**Run 1: M2 wires**

Scale bar: 50 um.
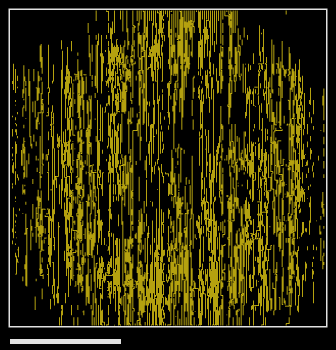
**Run 1: sequential cells grouped by signal name**

Scale bar: 50 um.
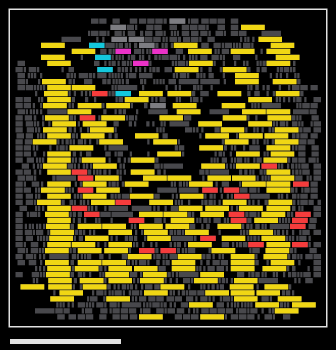
**Run 1: logic cells by family**

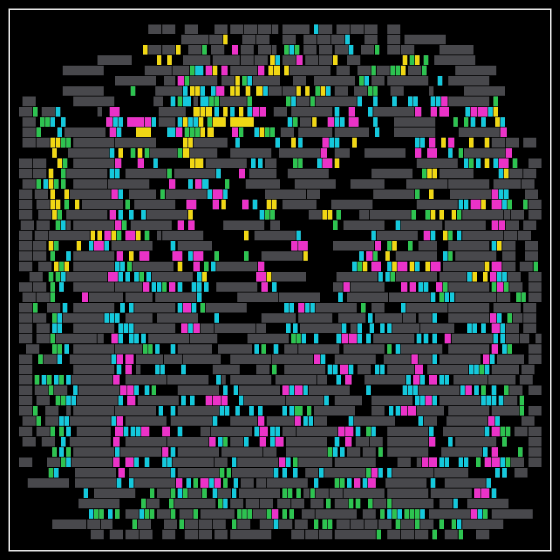
$ cat config.mk
export PLATFORM = sky130hd
export DESIGN_NAME = mac_exec_sequencer
export DESIGN_NICKNAME = d
export VERILOG_FILES = /design/src/rtl/mac_exec_sequencer.sv
export SDC_FILE = /design/constraint.sdc
export NUM_CORES = 1
export LEC_CHECK = 0
export ABC_AREA = 1
export ABC_CLOCK_PERIOD_IN_PS = 11100
export CAP_MARGIN = 30
export CORE_MARGIN = 2
export CORE_UTILIZATION = 54
export CTS_CLUSTER_DIAMETER = 50
export DETAILED_ROUTE_END_ITERATION = 16
export PLACE_DENSITY = 0.86
export RECOVER_POWER = 50
export SKIP_LAST_GASP = 1
export SYNTH_ARGS = -nofsm -noshare
export SYNTH_HDL_FRONTEND = slang
export SYNTH_SLANG_ARGS = --single-unit
$ cat constraint.sdc
create_clock -name clk -period 11.1 [get_ports clk]
set_clock_uncertainty 0.1 [all_clocks]
set_input_delay 1.665 -clock clk [delete_from_list [all_inputs] [get_ports clk]]
set_output_delay 1.665 -clock clk [all_outputs]
set_load 0.01 [all_outputs]
$ cat src/rtl/mac_exec_sequencer.sv
// Execution sequencer: drains the A/B FIFO bank into MAC8 and captures lane results.
// Optional EXEC_PERF_CNT_EN adds a perf_cycles run-length counter.
module mac_exec_sequencer #(
  parameter int DATA_WIDTH   = 8,
  parameter int ROWS         = 8,
  parameter int K            = 8,
  parameter int DRAIN_CYCLES = 2,
  localparam int ACC_W       = 3 * DATA_WIDTH
) (
  input  logic                    clk,
  input  logic                    rst_n,
  input  logic                    go,
  input  logic [ROWS-1:0]         a_empty,
  input  logic                    b_empty,
  output logic [ROWS-1:0]         a_rden,
  output logic                    b_rden,
  output logic                    mac_clr,
  output logic                    mac_en,
  input  logic [ROWS*ACC_W-1:0]   c_in,
  input  logic [$clog2(ROWS)-1:0] res_idx,
  output logic [ACC_W-1:0]        res_data,
  output logic                    busy,
  output logic                    done,
  output logic                    underflow
`ifdef EXEC_PERF_CNT_EN
  ,
  output logic [15:0]             perf_cycles
`endif
);

  localparam int CMAX = (K > DRAIN_CYCLES) ? K : DRAIN_CYCLES;
  localparam int CW   = $clog2(CMAX + 1);

  typedef enum logic [2:0] {
    IDLE,
    PRELOAD,
    RUN,
    DRAIN,
    CAPTURE
  } state_t;

  state_t          state;
  logic [CW-1:0]   cnt;
  logic [ACC_W-1:0] res [ROWS];
  logic            start;
  logic            uf_hit;

  assign start  = go && !(|a_empty) && !b_empty;
  assign uf_hit = (|(a_rden & a_empty)) || (b_rden && b_empty);

  always_ff @(posedge clk) begin
    if (!rst_n) begin
      state     <= IDLE;
      cnt       <= '0;
      a_rden    <= '0;
      b_rden    <= 1'b0;
      mac_clr   <= 1'b0;
      mac_en    <= 1'b0;
      busy      <= 1'b0;
      done      <= 1'b0;
      underflow <= 1'b0;
    end else begin
      done <= 1'b0;
      if (uf_hit) underflow <= 1'b1;
      unique case (state)
        IDLE: begin
          if (start) begin
            state     <= PRELOAD;
            busy      <= 1'b1;
            mac_clr   <= 1'b1;
            a_rden    <= '1;
            b_rden    <= 1'b1;
            underflow <= 1'b0;
          end
        end
        PRELOAD: begin
          state   <= RUN;
          cnt     <= '0;
          mac_clr <= 1'b0;
          mac_en  <= 1'b1;
          a_rden  <= '1;
          b_rden  <= 1'b1;
        end
        RUN: begin
          if (cnt == CW'(K - 1)) begin
            state  <= DRAIN;
            cnt    <= '0;
            mac_en <= 1'b0;
            a_rden <= '0;
            b_rden <= 1'b0;
          end else begin
            // preload already took one read, so stop one step early
            cnt    <= cnt + CW'(1);
            a_rden <= {ROWS{cnt < CW'(K - 2)}};
            b_rden <= cnt < CW'(K - 2);
          end
        end
        DRAIN: begin
          if (cnt == CW'(DRAIN_CYCLES - 1)) begin
            state <= CAPTURE;
            cnt   <= '0;
            done  <= 1'b1;
          end else begin
            cnt <= cnt + CW'(1);
          end
        end
        CAPTURE: begin
          state <= IDLE;
          busy  <= 1'b0;
          cnt   <= '0;
        end
        default: begin
          state <= IDLE;
          busy  <= 1'b0;
        end
      endcase
    end
  end

  always_ff @(posedge clk) begin
    if (!rst_n) begin
      for (int i = 0; i < ROWS; i++) res[i] <= '0;
      res_data <= '0;
    end else begin
      res_data <= res[res_idx];
      if (state == CAPTURE) begin
        for (int i = 0; i < ROWS; i++) begin
          res[i] <= c_in[i*ACC_W +: ACC_W];
        end
      end
    end
  end

`ifdef EXEC_PERF_CNT_EN
  always_ff @(posedge clk) begin
    if (!rst_n) begin
      perf_cycles <= '0;
    end else if (state == IDLE && start) begin
      perf_cycles <= '0;
    end else if (busy && perf_cycles != 16'hFFFF) begin
      perf_cycles <= perf_cycles + 16'd1;
    end
  end
`endif

endmodule

==> job_summary.md, run 1 <==
### Metrics collected by this job

| Metric | Value |
|---|---|
| Run status | finished, violations left |
| Violated checks | max-capacitance violations, max-slew violations |
| Path class of the lowest-slack min-delay path | reg2reg |
| Total power per unit cell area | 153 nW/um2 |
| Fin crit share | 0.574 |
| Min Hold Slack | between 300 and 400 ps |
| Post-route design area | between 10000 and 15000 um2 |
| Leakage power | between 0.006 and 0.007 uW |
| Type of origin of the critical path | input port |
| Yosys Chip Area | 10300 um2 |
| Combinational cell power | about 300 uW |
| Top flip-flop cell by instance count after synthesis | edfxtp_1 |
| Max stage delay on crit path | around 2500 ps |
| Proportion of register bits with asynchronous set or reset after synthesis | 0 |
| Gate count of the mapped netlist | 1107 |
| Peak clock frequency supported by timing | roughly 0.16 GHz |
| CTS tree | built |
| Net load switching power | a little over 500 uW |
| Post-synthesis share of cell area spent on xor and xnor gates | 0 |
| Port-buffer cells | roughly 240 |
| Synthesized flop and latch total | 229 |
| IO Count | between 200 and 250 |
| Data arrival time of the critical path | 6440 ps |
| Sum of negative setup slack | 0 ps |
| Unrepaired setup endpoints after global routing | no |
| Mean instance size in the synthesized netlist | 9.35 um2 |
| Weighted congestion at the end of routability-driven global placement | 0.837 |
| Synthesized-area fraction occupied by adder cells | 0.00242 |
| Total number of yosys warnings | 0 |
| Sw frac | 0.247 |
| Top logic family | simple AND/OR/NAND/NOR gates |
| Antenna Cells | 0 |
| Mux area share | 0 |
| Total placed instance area | ~13000 um2 |
| Worst-path fanout max | approximately 81 |
| Number of levels in the clock H-tree | 1 |
| Drt via density | ~5.2 |
| Most popular library cell in the synthesized design by count | nor2_1 |
| CTS Buf Count | 25 |
| NumNets Final | around 1500 |
| Number of synthesized flops with an enable pin | around 190 |
| Register containing the most flip-flops in the final layout | res |
| Synth top area cells | edfxtp_1 (56%), nor2_1 (12%), inv_1 (7.4%), dfxtp_1 (7.2%), o21ai_0 (4.1%) |
| Buffers & Inverters on Critical Path | 4 |
| Worst Setup End Kind | register |
| AND-OR/OR-AND share of the synthesized area | 0.0863 |
| DRC violations left | 0 |
| Area growth from synthesis to layout | 30.6% |
| Latest clock arrival within the worst-skew pair | around 520 ps |
| Share of power burned in registers | 0.485 |
| Final Non-Filler Cells | between 1500 and 2000 |
| Setup slack of the critical path after layout | between 4000 and 5000 ps |
| Total of max-cap violations | 1 |
| Count of final max-slew check failures | around 82 |
| Via count of the first global-routing pass | 8230 |
| Biggest registers after layout | res x192, res_data x24, cnt x4 |
| Proportion of netlist area held by the largest area contributor | 0.557 |
| Root Buffer | clkbuf_16 |
| Grt ovf | 0 |
| Combinational power share | 0.145 |
| Cell accounting for the most synthesized area | edfxtp_1 |
| Sink Count | about 230 |
| HPWL after DPL | roughly 17000 um |
| Floorplan core density | 0.551 |
| Placeable Area | around 19000 um2 |
| Filler cell count | between 1000 and 1500 |
| Setup Fix Bufs, Post-CTS | 0 |
| Count of nets left with antenna violations after detail routing | 0 |
Notes on 'M2 wires' above:
The layer carries 13300 um of wire. The layer holds 51% of the routed length. The longest straight run is 53.6 um. 1233 nets have wire on it.

Notes on 'sequential cells grouped by signal name' above:
Key: cnt = cyan [flops 4]; res_data = red [flops 24]; res = yellow [flops 192, where widely spread]; state = magenta [flops 3]

Notes on 'logic cells by family' above:
Key: nand cells = yellow [cells 105]; nor cells = cyan [cells 337, where widely spread]; aoi and oai cells = magenta [cells 156, where widely spread]; inv cells = green [cells 207, where widely spread]

[run 1: kinds of logic after synthesis]
| family | after synthesis |
|---|---|
| AND/OR/NAND/NOR | 442 |
| flip-flops | 229 |
| AND-OR/OR-AND | 158 |
| adder cells (fa/ha/maj) | 2 |
| buffers and inverters | 276 |
[run 1: per-layer routing]
metal | up-vias | wire (um) | GRT usage
met4 | 0 | 1240 | 0.121
li1 | 3921 | - | -
met2 | 420 | 13300 | 0.458
met3 | 80 | 2060 | 0.0347
met1 | 3736 | 9390 | 0.297
met5 | - | 0 | 0
[run 1: layout make-up]
class,count,area (um2),share of cell area
sequential,229,6510,0.482
multi-input combinational,602,2630,0.194
timing repair buffer,253,2540,0.188
inverter,207,779,0.0577
clock buffer,31,668,0.0495
tap,234,293,0.0217
clock inverter,15,97.6,0.00722
[run 1: layout by cell type, fill, tap and decap left out]
cell type	instances
nor2_2	2
inv_8	1
clkinv_2	3
buf_16	2
o21a_1	1
nand3_2	1
dlygate4sd3_1	31
clkinv_1	5
clkdlybuf4s50_1	209
o21ai_1	12
clkinvlp_4	4
dfxtp_1	37
ha_1	2
o21ai_0	85
clkbuf_1	6
inv_1	204
a31oi_1	1
inv_2	1
o31a_1	1
inv_6	3
nand2_4	1
clkbuf_8	2
nor2_1	332
nor4_1	2
clkbuf_16	25
nand3_4	1
nand2_1	95
buf_12	1
o22ai_1	24
buf_2	3
buf_4	5
nand4_1	1
nand3_1	6
nor3_1	1
o211ai_1	23
edfxtp_1	192
a21oi_1	10
inv_4	1
o211ai_2	1
[run 1: path summary, 6_finish.rpt]
path,slack (ps),depth (start not counted),from,to
setup / recovery,4730,5,rst_n,res[2][12]
hold reg to reg,360,2,mac_en,mac_en
hold / removal,360,2,mac_en,mac_en
setup reg to reg,7630,5,state[0],res[2][12]
==> run 2, diff against run 1 <==
--- a/config.mk
+++ b/config.mk
@@ -6,13 +6,13 @@
 export NUM_CORES = 1
 export LEC_CHECK = 0
 export ABC_AREA = 1
-export ABC_CLOCK_PERIOD_IN_PS = 11100
+export ABC_CLOCK_PERIOD_IN_PS = 5950
 export CAP_MARGIN = 30
 export CORE_MARGIN = 2
-export CORE_UTILIZATION = 54
+export CORE_UTILIZATION = 50
 export CTS_CLUSTER_DIAMETER = 50
 export DETAILED_ROUTE_END_ITERATION = 16
-export PLACE_DENSITY = 0.86
+export PLACE_DENSITY = 0.8
 export RECOVER_POWER = 50
 export SKIP_LAST_GASP = 1
 export SYNTH_ARGS = -nofsm -noshare
==> constraint.sdc (replaced) <==
create_clock -name clk -period 5.95 [get_ports clk]
set_clock_uncertainty 0.1 [all_clocks]
set_input_delay 0.8925 -clock clk [delete_from_list [all_inputs] [get_ports clk]]
set_output_delay 0.8925 -clock clk [all_outputs]
set_load 0.01 [all_outputs]
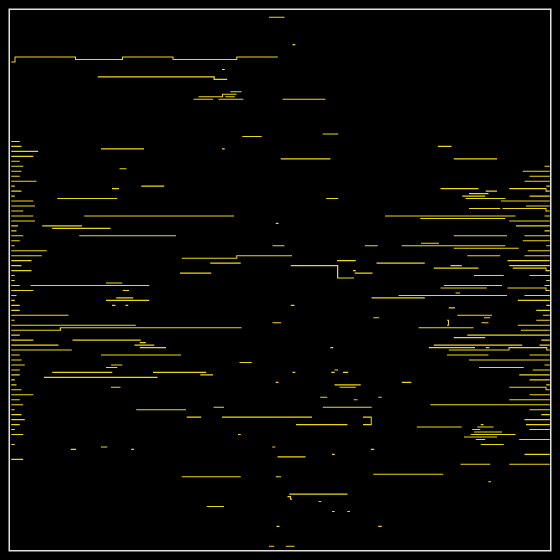
**Above:** run 2 (the metal 3 layer).
The layer holds 7.6% of the routed length. 202 nets have wire on it. The longest straight run is 49.5 um.
sum of routed wire length over all layers: 25500 um
vias after detailed routing: 8048
met3 usage: 0.0401

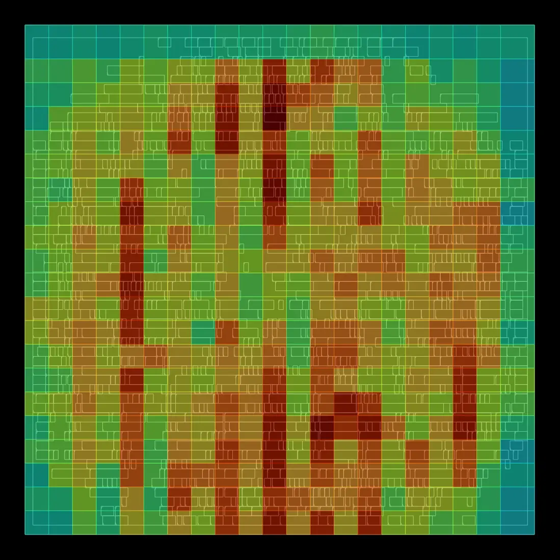
**Above:** run 2 (routing congestion).
met1 GRT Util: 0.277
drt wl/cell: 15.8 um
post-layout util: 0.673

==> job_summary.md, run 2 <==
### Metrics collected by this job

| Metric | Value |
|---|---|
| Violated checks | max-capacitance violations, max-slew violations |
| FP Rows | 52 |
| Required time worst endpoint | approximately 6200 ps |
| Number of iterations in the first detailed-routing pass | 5 |
| Via count of the first global-routing pass | 8078 (-1.8%) |
| Filler cell count | 1555 (+19%) |
| Worst R2R Start | state[1] |
| Number of synthesized flops with an enable pin | 192 (unchanged) |
| Worst Hold Depth | 2 (unchanged) |
| Yosys Chip Area | 10300 um2 (unchanged) |
| Worst Setup End Kind | register |
| AND-OR/OR-AND share of the synthesized area | 0.0863 (unchanged) |
| Drt via density | 5.00 (-3.7%) |
| Synth top cells by count | nor2_1 (332), inv_1 (204), edfxtp_1 (192), nand2_1 (96), o21ai_0 (85) |
| Transition at the pin with the smallest max-transition slack | between 2000 and 2500 ps |
| Leakage power | 0.00610 uW (+0.90%) |
| Highest-count cells in the layout ignoring fill and taps | nor2_1 (333), clkdlybuf4s50_1 (212), inv_1 (205) |
| Worst R2R End | res[3][9] |
| Root Buffer | clkbuf_16 |
| Endpoint of the worst hold-timing path | mac_en |
| Internal power summed over all cells | about 3100 uW |
| Placed Instances | approximately 1600 |
| Proportion of register bits with asynchronous set or reset after synthesis | 0 (unchanged) |
| Sum of negative setup slack | 0 ps (unchanged) |
| Total cells reported by yosys after synthesis | approximately 1100 |
| Post-synthesis cell type count | 30 |
| Gate count of the mapped netlist | 1107 (unchanged) |
| Number of levels in the clock H-tree | 1 (unchanged) |
| Share of power burned in registers | 0.464 (-0.021) |
| DIE HEIGHT | approximately 150 um |
| Synthesized-area fraction occupied by adder cells | 0.00242 (unchanged) |
| Max transition margin | -0.341 |
| Cell accounting for the most synthesized area | edfxtp_1 |
| DRC violations left | 0 (unchanged) |
| Total power consumption of the routed design | a little over 4000 uW |
| Post-synthesis share of cell area spent on xor and xnor gates | 0 (unchanged) |
| Final Non-Filler Cells | 1610 (+2.5%) |
| Shortest clock period the worst path allows after layout | between 3000 and 4000 ps |
| Combinational power share | 0.137 (-0.008) |
| Total of max-cap violations | 2 (+1) |
| Maximum number of pins on one net before global-route repair | about 97 |
| Die Area | 21900 um2 |
| Flip-flop count of the largest register, all copies and words added | about 190 |
| Most popular library cell in the synthesized design by count | nor2_1 |
| Final setup vio count | 0 |
| Final Hold Fails | 0 |
| Port-buffer cells | 244 (unchanged) |
| Share of cells above drive strength 1 | 0.0419 |
| Floorplan core density | 0.510 (-0.0416) |
| Post-synth design cell area | around 10000 um2 |
| Biggest registers after layout | res x192, res_data x24, cnt x4 |
| Worst-path fanout max | 81 (unchanged) |
| Weighted congestion at the end of routability-driven global placement | 0.808 (-3.5%) |
| Top logic family | simple AND/OR/NAND/NOR gates |
| Sink Count | 229 (unchanged) |
| Fraction of the yosys area taken by sequential cells | 0.629 |
| Run status | finished, violations left |
| Proportion of power drawn by the clock network | 0.399 |
| Cell count of the worst reg-to-reg path | 5 (unchanged) |
| Total number of yosys warnings | 0 (unchanged) |
| Wire length of the first global-routing pass | 39600 um |
| Count of warning messages emitted by the tools | 27 |
| Synth top area cells | edfxtp_1 (56%), nor2_1 (12%), inv_1 (7.4%), dfxtp_1 (7.2%), o21ai_0 (4.1%) |
| Synthesized netlist net count | about 1300 |
| CTS Hold Bufs | 0 |
| Register containing the most flip-flops in the final layout | res |
| Fin crit share | 0.627 |
| Top flip-flop cell by instance count after synthesis | edfxtp_1 |
| Clock buffer depth | 3 |
| Total power per unit cell area | 295 nW/um2 (+92%) |
| Initial DRC Count | roughly 550 |
| Unrepaired setup endpoints after global routing | no |
| Peak clock frequency supported by timing | 0.268 GHz |
| Path class of the lowest-slack min-delay path | reg2reg |
| Clock transition time at the flip-flop clock pins of the worst setup and hold paths | around 60 ps |
| Type of origin of the critical path | input port |
| Data arrival time of the critical path | 3990 ps (-2450 ps) |
| Worst Hold Launch | mac_en |
| HPWL after DPL | 16500 um (-0.95%) |
| Setup Fix Bufs, Post-CTS | 0 (unchanged) |
| Initial antenna violation count | 2 |
| Post-route design area | 13700 um2 (+1.2%) |
| Worst IR drop on VDD | 0.000252 V |
| Proportion of netlist area held by the largest area contributor | 0.557 (unchanged) |
| Count of nets left with antenna violations after detail routing | 0 (unchanged) |
| NumNets Final | 1527 (unchanged) |
| Net load switching power | 955 uW (+87%) |
| Mean instance size in the synthesized netlist | 9.35 um2 (unchanged) |
| Placeable Area | 20300 um2 (+8.2%) |
| Sw frac | 0.237 (-0.0100) |
| Slack of the worst reg-to-reg path | 2880 ps (-4750 ps) |
| Grt ovf | 0 (unchanged) |
| Mux area share | 0 (unchanged) |
| GRT Resource Usage Total | 0.230 |
| Synthesized flop and latch total | 229 (unchanged) |
| Total placed instance area | 12800 um2 (+0.64%) |
| Area growth from synthesis to layout | 32.1% |
| Worst Path Class, Setup | in2reg |
| Latest clock arrival within the worst-skew pair | 520 ps (about the same) |
| Horizontal extent of the die | 148 um |
| Post-CTS Resized | 0 |
| Most common logic cell in the routed design | nor2_1 |
| IO Count | 245 (unchanged) |
| CTS tree | built |
| Simple-gate share of the synthesized area | 0.164 |
| Count of final max-slew check failures | 81 (-1.2%) |
| CTS Buf Count | 26 (+4.0%) |
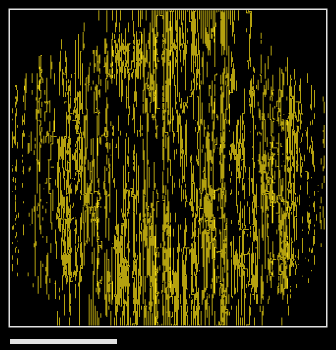
**Above:** run 2 (M2 wires).
Scale bar: 50 um.
The layer holds 51% of the routed length. The layer carries 12900 um of wire.

run 2: cell counts after synthesis:
No cell type changed its count.
run 2: worst max-delay path, cell delays in order:
cell and delay (ps):
buf_4 600, nand3_1 1240, buf_12 600, buf_4 350, nor2_1 200
run 2: worst max-delay path by stage:
| stage | startpoint | to | cells after the start |
|---|---|---|---|
| floorplan | rst_n | res[0][0] | 3 |
| global placement | rst_n | res[4][7] | 4 |
| detailed placement | rst_n | res[3][16] | 4 |
| CTS | rst_n | res[1][16] | 4 |
| global route | rst_n | res[3][9] | 5 |
| finish | rst_n | res[3][9] | 5 |
run 2: power by group through the flow:
stage	Clock [uW]	Combinational (uW)	Sequential [uW]
6_report	1610	551	1870
5_1_grt	1690	602	1880
4_1_cts	1630	562	1870
3_5_place_dp	0	556	1900
3_3_place_gp	0	545	1900
2_1_floorplan	0	285	1910
run 2: area by class of cell:
| class | instances | area [um2] | share of cell area |
|---|---|---|---|
| Clock buffer | 33 | 708 | 0.0518 |
| Antenna cell | 2 | 5.00 | 0.000366 |
| Tap cell | 270 | 338 | 0.0247 |
| Clock inverter | 15 | 164 | 0.0120 |
| Multi-Input combinational cell | 602 | 2620 | 0.191 |
| Sequential cell | 229 | 6510 | 0.476 |
| Timing Repair Buffer | 252 | 2550 | 0.187 |
| Inverter | 207 | 779 | 0.0570 |
run 2: metal layers:
metal | global-route usage | up-vias | share of wire
met5 | 0 | - | 0
met4 | 0.0905 | 0 | 0.039
met2 | 0.410 | 371 | 0.51
li1 | - | 3930 | -
met1 | 0.277 | 3687 | 0.38
met3 | 0.0401 | 60 | 0.076
run 2: stage by stage:
stage               hold slack, ps  worst slack (ps)
floorplan                      373              1770
global placement               347              2430
detailed placement             349              2620
CTS                            359              3150
global route                   414              1840
finish                         356              2220
Power is estimated from default activity; no workload was simulated.
